## src/rtl/io_port_multi.sv

```systemverilog
// io_port_multi: NUM_PORTS GPIO banks with rising-edge interrupts and a prescaled 64-bit mtime/mtimecmp timer.
// Writes commit in the access cycle and reads are registered (one cycle); no backpressure, every access completes.
module io_port_multi #(
    parameter int NUM_PORTS   = 2,
    parameter int GPIO_WIDTH  = 8,
    parameter int PRESC_WIDTH = 16
) (
    input  logic                            clk,
    input  logic                            reset,
    input  logic [7:0]                      io_addr,
    input  logic                            io_en,
    input  logic                            io_we,
    input  logic [31:0]                     io_data_write,
    output logic [31:0]                     io_data_read,
    input  logic [NUM_PORTS*GPIO_WIDTH-1:0] gpio_in,
    output logic [NUM_PORTS*GPIO_WIDTH-1:0] gpio_out,
    output logic [NUM_PORTS*GPIO_WIDTH-1:0] gpio_oe,
    output logic                            irq_mtimecmp,
    output logic                            irq_gpio
);
    localparam int PW        = NUM_PORTS * GPIO_WIDTH;
    localparam int IRQ_BANKS = (GPIO_WIDTH <= 8) ? NUM_PORTS : 1;
    localparam int IRQ_BITS  = IRQ_BANKS * GPIO_WIDTH;
    localparam int SLOT      = (GPIO_WIDTH <= 8) ? 8 : 32;

    localparam logic [5:0] A_OUT    = 6'h00;
    localparam logic [5:0] A_DIR    = 6'h04;
    localparam logic [5:0] A_IN     = 6'h08;
    localparam logic [5:0] A_MT_LO  = 6'h0C;
    localparam logic [5:0] A_MT_HI  = 6'h0D;
    localparam logic [5:0] A_CMP_LO = 6'h0E;
    localparam logic [5:0] A_CMP_HI = 6'h0F;
    localparam logic [5:0] A_PRESC  = 6'h10;
    localparam logic [5:0] A_STATUS = 6'h11;
    localparam logic [5:0] A_IRQ_EN = 6'h12;

    localparam logic [PRESC_WIDTH-1:0] PRESC_ONE = 1;

    logic [PW-1:0]          out_q, out_d;
    logic [PW-1:0]          dir_q, dir_d;
    logic [PW-1:0]          sync1_q, sync1_d;
    logic [PW-1:0]          sync2_q, sync2_d;
    logic [IRQ_BITS-1:0]    prev_q, prev_d;
    logic [IRQ_BITS-1:0]    status_q, status_d;
    logic [IRQ_BITS-1:0]    irq_en_q, irq_en_d;
    logic [63:0]            mtime_q, mtime_d;
    logic [63:0]            mtimecmp_q, mtimecmp_d;
    logic [PRESC_WIDTH-1:0] presc_cnt_q, presc_cnt_d;
    logic [PRESC_WIDTH-1:0] prescale_q, prescale_d;
    logic [31:0]            shadow_q, shadow_d;
    logic [31:0]            rdata_q, rdata_d;
    logic                   irq_cmp_q, irq_cmp_d;

    logic [5:0]             widx;
    logic                   wr_en;
    logic                   rd_en;
    logic                   tick;
    logic [IRQ_BITS-1:0]    edge_set;
    logic [IRQ_BITS-1:0]    w1c;
    logic [31:0]            rd_word;
    logic                   unused_addr_bits;

    assign widx             = io_addr[7:2];
    assign wr_en            = io_en & io_we;
    assign rd_en            = io_en & ~io_we;
    assign unused_addr_bits = ^io_addr[1:0];

    // Read mux; anything unmapped or beyond NUM_PORTS falls through to zero.
    always_comb begin
        rd_word = '0;
        for (int n = 0; n < NUM_PORTS; n++) begin
            if (widx == A_OUT + 6'(n)) rd_word[GPIO_WIDTH-1:0] = out_q[n*GPIO_WIDTH +: GPIO_WIDTH];
            if (widx == A_DIR + 6'(n)) rd_word[GPIO_WIDTH-1:0] = dir_q[n*GPIO_WIDTH +: GPIO_WIDTH];
            if (widx == A_IN + 6'(n))  rd_word[GPIO_WIDTH-1:0] = sync2_q[n*GPIO_WIDTH +: GPIO_WIDTH];
        end
        case (widx)
            A_MT_LO:  rd_word = mtime_q[31:0];
            A_MT_HI:  rd_word = shadow_q;
            A_CMP_LO: rd_word = mtimecmp_q[31:0];
            A_CMP_HI: rd_word = mtimecmp_q[63:32];
            A_PRESC:  rd_word[PRESC_WIDTH-1:0] = prescale_q;
            A_STATUS: begin
                for (int b = 0; b < IRQ_BANKS; b++)
                    rd_word[b*SLOT +: GPIO_WIDTH] = status_q[b*GPIO_WIDTH +: GPIO_WIDTH];
            end
            A_IRQ_EN: begin
                for (int b = 0; b < IRQ_BANKS; b++)
                    rd_word[b*SLOT +: GPIO_WIDTH] = irq_en_q[b*GPIO_WIDTH +: GPIO_WIDTH];
            end
            default: ;
        endcase
    end

    always_comb begin
        out_d      = out_q;
        dir_d      = dir_q;
        irq_en_d   = irq_en_q;
        mtimecmp_d = mtimecmp_q;
        prescale_d = prescale_q;
        shadow_d   = shadow_q;
        rdata_d    = rdata_q;
        w1c        = '0;

        sync1_d  = gpio_in;
        sync2_d  = sync1_q;
        prev_d   = sync2_q[IRQ_BITS-1:0];
        edge_set = sync2_q[IRQ_BITS-1:0] & ~prev_q;

        // >= rather than == so lowering PRESCALE below the live count cannot stall the timer
        tick        = (presc_cnt_q >= prescale_q);
        presc_cnt_d = tick ? '0 : presc_cnt_q + PRESC_ONE;
        mtime_d     = tick ? mtime_q + 64'd1 : mtime_q;
        irq_cmp_d   = (mtime_q >= mtimecmp_q);

        if (wr_en) begin
            for (int n = 0; n < NUM_PORTS; n++) begin
                if (widx == A_OUT + 6'(n)) out_d[n*GPIO_WIDTH +: GPIO_WIDTH] = io_data_write[GPIO_WIDTH-1:0];
                if (widx == A_DIR + 6'(n)) dir_d[n*GPIO_WIDTH +: GPIO_WIDTH] = io_data_write[GPIO_WIDTH-1:0];
            end
            case (widx)
                A_MT_LO: begin
                    mtime_d     = {mtime_q[63:32], io_data_write};
                    presc_cnt_d = '0;
                end
                A_MT_HI: begin
                    mtime_d     = {io_data_write, mtime_q[31:0]};
                    presc_cnt_d = '0;
                end
                A_CMP_LO: mtimecmp_d[31:0]  = io_data_write;
                A_CMP_HI: mtimecmp_d[63:32] = io_data_write;
                A_PRESC:  prescale_d        = io_data_write[PRESC_WIDTH-1:0];
                A_STATUS: begin
                    for (int b = 0; b < IRQ_BANKS; b++)
                        w1c[b*GPIO_WIDTH +: GPIO_WIDTH] = io_data_write[b*SLOT +: GPIO_WIDTH];
                end
                A_IRQ_EN: begin
                    for (int b = 0; b < IRQ_BANKS; b++)
                        irq_en_d[b*GPIO_WIDTH +: GPIO_WIDTH] = io_data_write[b*SLOT +: GPIO_WIDTH];
                end
                default: ;
            endcase
        end

        if (rd_en) begin
            rdata_d = rd_word;
            if (widx == A_MT_LO) shadow_d = mtime_q[63:32];
        end

        // A new edge in the same cycle as a clear keeps the bit set
        status_d = (status_q & ~w1c) | edge_set;
    end

    always_ff @(posedge clk or posedge reset) begin
        if (reset) begin
            out_q       <= '0;
            dir_q       <= '0;
            sync1_q     <= '0;
            sync2_q     <= '0;
            prev_q      <= '0;
            status_q    <= '0;
            irq_en_q    <= '0;
            mtime_q     <= '0;
            mtimecmp_q  <= '1;
            presc_cnt_q <= '0;
            prescale_q  <= '0;
            shadow_q    <= '0;
            rdata_q     <= '0;
            irq_cmp_q   <= 1'b0;
        end else begin
            out_q       <= out_d;
            dir_q       <= dir_d;
            sync1_q     <= sync1_d;
            sync2_q     <= sync2_d;
            prev_q      <= prev_d;
            status_q    <= status_d;
            irq_en_q    <= irq_en_d;
            mtime_q     <= mtime_d;
            mtimecmp_q  <= mtimecmp_d;
            presc_cnt_q <= presc_cnt_d;
            prescale_q  <= prescale_d;
            shadow_q    <= shadow_d;
            rdata_q     <= rdata_d;
            irq_cmp_q   <= irq_cmp_d;
        end
    end

    assign io_data_read = rdata_q;
    assign gpio_out     = out_q;
    assign gpio_oe      = dir_q;
    assign irq_mtimecmp = irq_cmp_q;
    assign irq_gpio     = |(status_q & irq_en_q);

endmodule

```

## config.mk

```make
export PLATFORM = sky130hd
export DESIGN_NAME = io_port_multi
export DESIGN_NICKNAME = d
export VERILOG_FILES = /design/src/rtl/io_port_multi.sv
export SDC_FILE = /design/constraint.sdc
export NUM_CORES = 1
export LEC_CHECK = 0
export ABC_AREA = 1
export CAP_MARGIN = 20
export CORE_ASPECT_RATIO = 0.8
export CORE_MARGIN = 2
export CORE_UTILIZATION = 54
export CTS_CLUSTER_SIZE = 16
export DETAILED_ROUTE_END_ITERATION = 6
export PLACE_DENSITY_LB_ADDON = 0.05
export SETUP_SLACK_MARGIN = 0.5
export SLEW_MARGIN = 25
export SYNTH_ARGS = -nofsm -noshare
export SYNTH_HDL_FRONTEND = slang
export SYNTH_SLANG_ARGS = --single-unit
```

## constraint.sdc

```tcl
create_clock -name clk -period 11.5 [get_ports clk]
set_input_delay 2.3 -clock clk [delete_from_list [all_inputs] [get_ports clk]]
set_output_delay 2.3 -clock clk [all_outputs]
set_load 0.02 [all_outputs]
```

==> out/qor.yml <==
clock_tree:
  post-cts-setup-buffers: 0
  cts_bufs_inserted: 37
  clock_pin_transition_on_the_worst_setup_and_hold_timing_paths_ns: 0.06
  clock-root-buffer: "clkbuf_16"
  holdBufCountCts: 0
  worst_skew_pair.late_latency_ns: 0.54
  cts_htree_levels: 2
  clock_tree_from_tritoncts: "built"
logic_synthesis:
  yosys.cell_types.count: 52
  ys_warn_count: 0
  enable_flop_cells: 0
  synth-simple-area-share_pct: 25.04
  syn_area_sq_mm: 0.01911
  ys_dominant_reg_cell: "dfrtp_1"
  syn_avg_cell_area_sq_um: 7.558
  common_cells: "nand2_1, inv_1, dfrtp_1"
  yosysSeqAreaShare_pct: 44.54
  postSynth.asyncResetShare_pct: 100.0
  syn_inst_count: 2529
  synth.most_common_cell: "nand2_1"
  synth-xor-area-share_pct: 1.970
grt:
  grt.total_usage_pct: 35.02
  grt_util_met2_pct: 50.08
  grt_pass1_wl_mm: 98.10
  met3_usage_pct: 10.98
  grt_overflow_total: 0
  gr-usage-met1_pct: 51.23
  antenna_found_initial: 0
  largest_net_degree_at_the_start_of_global_routing: 157
  first_global_vias: 16830
power:
  power.combinational.total_w: 0.00114
  power_clock_w: 0.00125
  static-leakage-power_nw: 9.705
  sequentialPowerShare_pct: 39.6
  power.clock.fraction_pct: 31.5
  total_power_draw_w: 0.003963
  cell_internal_pwr_w: 0.002472
  power-top-group: "sequential cells"
hold_path:
  hold_path_startpoint: "sync1_q[9]$_DFF_PP0_"
  min_path_cells: 0
  min_delay_endpoint: "prev_d[9]$_DFF_PP0_"
critical_path:
  crit_buf_inv: 3
  cpPeakStageDelay_ns: 0.67
  critPathArrivalTime_ns: 5.73
  critical_path.top_delay_family: "simple AND/OR/NAND/NOR gates"
  worstSetupStartpointType: "input port"
  worst_path_max_delay_cell: "nor2_8"
  type_of_the_worst_setup_path: "in2reg"
  ff2ff_setup_slack_ns: 7.76
  cp-end-kind: "register"
  crit_chain: "clkdlybuf4s50_1 > nor2_4 > nand3_4 > nor2_8 > inv_2 > nor2_8 > inv_2 > o22ai_1 > o21bai_1"
  r2r_cells: 10
  rr_endpoint: "presc_cnt_q[13]$_DFF_PP0_"
  worst_setup_path_startpoint: "io_addr[7]"
  timing.critical_path.fanout_max: 46
route:
  route.detailed.drc: 0
  sum_of_routed_wire_segments_on_met1_mm: 29.18
  initialDrtViolationCount: 1957
  wire_length_per_cell_um: 20.60
  met2_length_mm: 26.26
  detail-route-antenna-nets: 0
timing:
  slew_headroom_pct: 38.04
  timing.final.setup_violations: 0
  period_needed_ns: 5.267
  clock_skew_ns: 0.01223
  timing.fmax_mhz: 189.8
  setup_tns_ns: 0
  tightest_slew_ns: 0.9271
  setup_repair_after_global_routing_missed_its_margin: "false"
  drv_slew: 0
  timing.final.crit_share_pct: 45.80
run:
  maxCapViolCount: 0
  log.warning_count: 30
floorplanning:
  initial_utilization_pct: 54.92
  fp.dieArea_sq_mm: 0.03693
  count_of_boundary_i_o_pins: 126
  well_tap_count: 472
  die_width_um: 214.3
  die.size.y_um: 172.3
placed_design:
  gp_congestion: 0.9957
  hpwl_after_dpl_mm: 46.60
  placed_cell_count: 3051
  placedInstanceArea_sq_mm: 0.02061
  port-buffer-count: 123
cells_and_area:
  layout.filler_cells: 3137
  fraction_of_layout_cells_with_a_size_suffix_above_1_pct: 6.916
  design.seq.count: 337
  final_nets: 2760
status:
  status: "completed"
gate_families.png
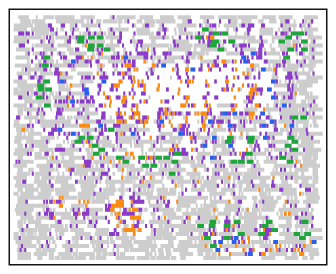
Key: orange = NOR gates [cells 263]; green = adder and majority cells [cells 82, where widely spread]; purple = NAND gates [cells 905, where widely spread]; blue = XOR/XNOR gates [cells 43, where widely spread]
multi-input combinational area share: 40.68%
commonest non-fill, non-tap cell in the layout: nand2_1
number of cells in the finished layout apart from fillers: 3,118

cell_classes.png
The bar under the picture is 50 um long. Fill, decap, tap and diode cells in gray.
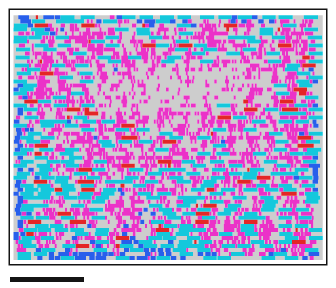
Key: magenta = all other logic [cells 2,104, share of their area 48%]; red = clock drivers and dummy loads [cells 67, share of their area 5.9%]; blue = other buffers and delay cells [cells 138, share of their area 6.4%]; cyan = flip-flops [cells 337, share of their area 40%]
Core Rows: 61
Final Instance Area: 0.02187 sq mm
post-layout utilization of the core: 62.83%
placeable core area: 0.03480 sq mm
sequential share of cell area: 38.93%

drive_strength.png
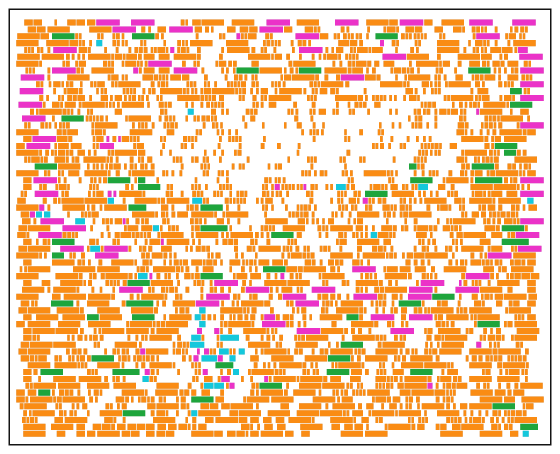
Key: cyan = drive 3 to 4 [cells 30, share 1.1%]; magenta = drive 2 [cells 100, share 3.8%]; orange = drive 1 or less [cells 2,463, share 93%]; green = drive 6 and up [cells 53, share 2.0%]
post-layout worst setup margin: 6.233 ns
number of buffers other than clock buffers in the final layout: 138
synth-to-layout area growth: 14.41%

met2.png
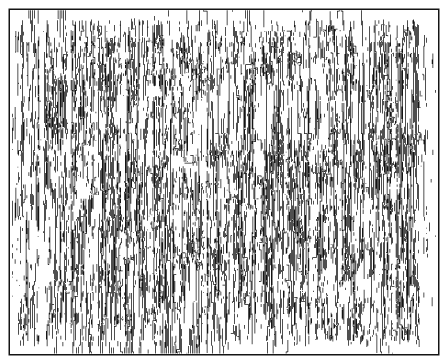
The layer carries 26.3 mm of wire. The longest straight run is 72.9 um. The wires run mostly vertical. The layer holds 41% of the routed length.
final WL: 64.24 mm
DR vias: 17,740

Power figures rest on the tool's default switching activity, not on a simulated workload.
